==> config.mk <==
export PLATFORM = sky130hd
export DESIGN_NAME = mitm_bus_driver
export DESIGN_NICKNAME = d
export VERILOG_FILES = /design/src/rtl/mitm_bus_driver_pkg.sv /design/src/rtl/mitm_bus_driver_sync_edge_detect.sv /design/src/rtl/mitm_bus_driver.sv
export SDC_FILE = /design/constraint.sdc
export NUM_CORES = 1
export LEC_CHECK = 0
export CAP_MARGIN = 20
export CORE_MARGIN = 1.5
export CORE_UTILIZATION = 45
export DETAILED_ROUTE_END_ITERATION = 16
export GPL_TIMING_DRIVEN = 0
export PLACE_DENSITY_LB_ADDON = 0.12
export RECOVER_POWER = 25
export REMOVE_ABC_BUFFERS = 1
export SYNTH_ARGS = -nofsm -noshare
export SYNTH_HDL_FRONTEND = slang
export SYNTH_SLANG_ARGS = --single-unit
==> constraint.sdc <==
create_clock -name sys_clk -period 2.4 [get_ports sys_clk]
set_input_delay 0.36 -clock sys_clk [delete_from_list [all_inputs] [get_ports sys_clk]]
set_output_delay 0.36 -clock sys_clk [all_outputs]
set_load 0.02 [all_outputs]
Fig. 1: pin map
Bar = 20 um. Pins as bars across the die edge, other pins in grey.
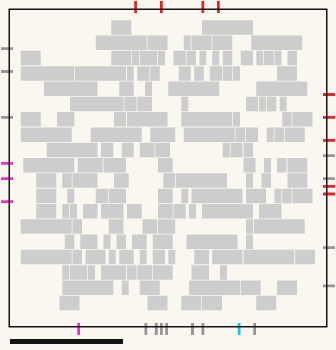
- red: `fake_data` (pins 9; direction input; edge 5 right, 4 top)
- magenta: `bits_left` (pins 4; direction output; edge 3 left, 1 bottom)
- cyan: `bus_out` (pins 1; direction output; edge bottom)
- all pins by edge: 9 right, 9 bottom, 6 left, 4 top
port bufs: 27
die width: 56.2 um
Die H: 56.2 um

Fig. 2: wiring heat map
11 x 11 tiles, from white (low) to dark blue (high), scaled to the fullest tile. Values are wire area over tile area, all layers added.
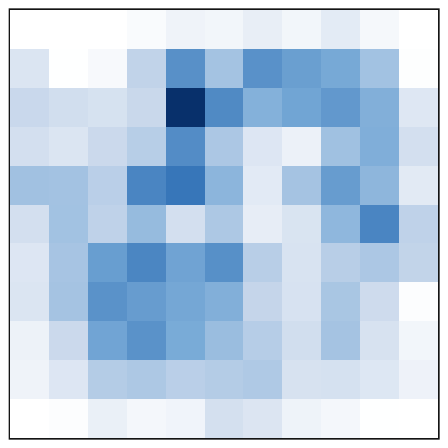
- nearly empty tiles: 9.1%
- mean over tiles: 0.13
- tiles over half the peak: 18%
- fullest tile: 0.46
Vias: 1063
drt wl/cell: 13.9 um

==> GITHUB_STEP_SUMMARY <==
## PnR job results

| Metric | Value |
|---|---|
| Syn Inst Count | `132` |
| Inserted Diodes | `0` |
| Max-cap violations | `0` |
| Post-synth top area cell | `dfrtp_1` |
| CTS H-tree depth | `1` |
| Async SR Flop Fraction | `1.00` |
| Power consumption | `1.66 mW` |
| Final Util | `0.590` |
| Worst setup EP type | `output port` |
| Worst Hold Depth | `0` |
| Synthesis warning total | `0` |
| Status | `finished clean` |
| First-pass GRT wire length | `between 4000 and 5000 um` |
| Post-DP HPWL | `approximately 1900 um` |
| Most frequent cell after synthesis | `nor2_1` |
| Inserted Clock Buffers | `3` |
| Layout Nets | `between 150 and 200` |
| Maximum VDD drop | `about 0.67 mV` |
| Period utilization | `0.862` |
| Critical path required time | `~2.0 ns` |
| Initial Util | `0.469` |
| Final setup viols | `0` |
| Post-CTS Setup Inserts | `0` |
| CORE AREA | `2710 um2` |
| Count of library flops with an enable pin | `0` |
| # hold bufs at CTS | `0` |
| Cell Type Count | `around 42` |
| Slew HR | `0.551` |
| I/O pins | `28` |
| HP Class | `flop to flop` |
| Slew Viols, Final | `0` |
| Crit path DAT | `~1.7 ns` |
| Met1 Track Usage GR | `0.251` |
| Post-layout min period | `around 2.1 ns` |
| Total gr overflow | `0` |
| Die area | `~3200 um2` |
| R2R depth | `4` |
| GRT met3 Usage | `0.0326` |
| Largest net degree at the start of global routing | `22` |
| Clk_skew | `0.00646 ns` |
| Number of global-route vias before repair | `between 1000 and 1500` |
| Busiest grt layer | `met2` |
| DR vias/cell | `5.62` |
| CP Launch Type | `flop` |
| Synth cell count leaders | `nor2_1 (24), dfrtp_1 (22), a21oi_1 (18), o22ai_1 (8), inv_1 (6)` |
| Cell row count | `19` |
| Post-cts gate resize count | `0` |
| WL final | `2640 um` |
| Synth top area share | `0.433` |
| Routability congestion estimate | `~0.8` |
| Clock tree buffer depth | `2` |
| Final Hold Viols | `0` |
| Routed Antenna Nets | `0` |
| Ratio of cells with drive above 1 in the final layout | `0.0823` |
| Clock Sinks | `25` |
| Ys flops | `25` |
| RSZ-0062 raised after global routing | `no` |
| Crit path kind | `flop to output port` |
| Initial antenna violation count | `0` |
| Worst slew pin tran | `just under 0.7 ns` |
| R2r setup slk | `0.49 ns` |
| CTS tree | `yes` |
| All-Layer GR Usage | `0.186` |
| Chip Area, Yosys | `1270 um2` |
| LEAKAGE | `around 0.7 nW` |
| Synth Flop Type | `dfrtp_1` |
| Total tool warning count | `27` |
| Setup_tns | `0 ns` |
| Top cells, area | `dfrtp_1 (43%), a21oi_1 (7.1%), nor2_1 (7.1%)` |
| 1st-pass router iterations | `4` |
| Register share after synthesis | `0.495` |
| Max reg flops | `9` |
| DRC Markers | `0` |
| Synthesis-to-finish area growth | `25.7%` |
| Met2 Resource Use GR | `0.304` |
| Post-synthesis cell area | `approximately 1300 um2` |
| Cell count in the Yosys report | `between 100 and 150` |
| Worst Path Max Fanout | `3` |
| Clock transition at path regs | `about 0.14 ns` |
| Clock Tree Root | `clkbuf_4` |
| P per Cell Area | `between 1000 and 1500 nW/um2` |
-- logic make-up (layout without fill, tap and decap cells) --
group                      count (synthesis)  count (layout)  synth area share
AOI/OAI and AO/OA                         44              44             0.228
adders and majority gates                  3               3            0.0295
buffers and inverters                     12              38            0.0394
DFF                                       25              25             0.495
muxes                                      1               1           0.00886
and+or+nand+nor                           47              47             0.199
-- through the flow --
step / hold slack [ns] / setup WS, ns / std cells / instance area, um2
finish: 0.368 / 0.332 / 189 / 1600
global route: 0.377 / 0.260 / 189 / 1600
CTS: 0.369 / 0.312 / 189 / 1600
detailed placement: 0.340 / 0.274 / 185 / 1570
global placement: 0.335 / 0.260 / 184 / 1550
floorplan: 0.0644 / 0.553 / 126 / 1240
-- critical path, stage by stage (launching register included) --
cell and delay, ns:
dfrtp_1 0.42, nand2_1 0.10, mux2_2 0.34, clkdlybuf4s50_1 0.54
-- layout make-up --
class	count	area [um2]
inverters	6	22.5
well taps	31	38.8
clock inverters	1	7.51
multi-input cells	95	592
repair buffers	28	285
clock buffers	3	22.5
fillers	257	1110
flip-flops and latches	25	629
-- placed cells by master, fill, tap and decap left out, drive strengths merged, types with 2 or more instances in the layout --
cell and count:
dlygate4sd3 3, dfstp 3, or3b 2, dfrtp 22
o21ai 3, nor2 24, a21o 2, nand4 2
clkbuf 3, nand2 4, a31oi 2, nor3b 2
ha 3, o22ai 8, a21oi 18, clkdlybuf4s50 24
nor2b 3, nand2b 2, inv 6
-- metal layers --
layer / vias up / routed length, um
met4: 0 / 28
li1: 528 / -
met3: 4 / 94
met5: - / 0
met1: 507 / 1260
met2: 24 / 1250
-- power by group --
group	total [mW]	switching (mW)	internal, mW
Combinational	0.735	0.378	0.357
Sequential	0.736	0.176	0.560
Clock	0.192	0.129	0.0636
Power is estimated from default activity; no workload was simulated.
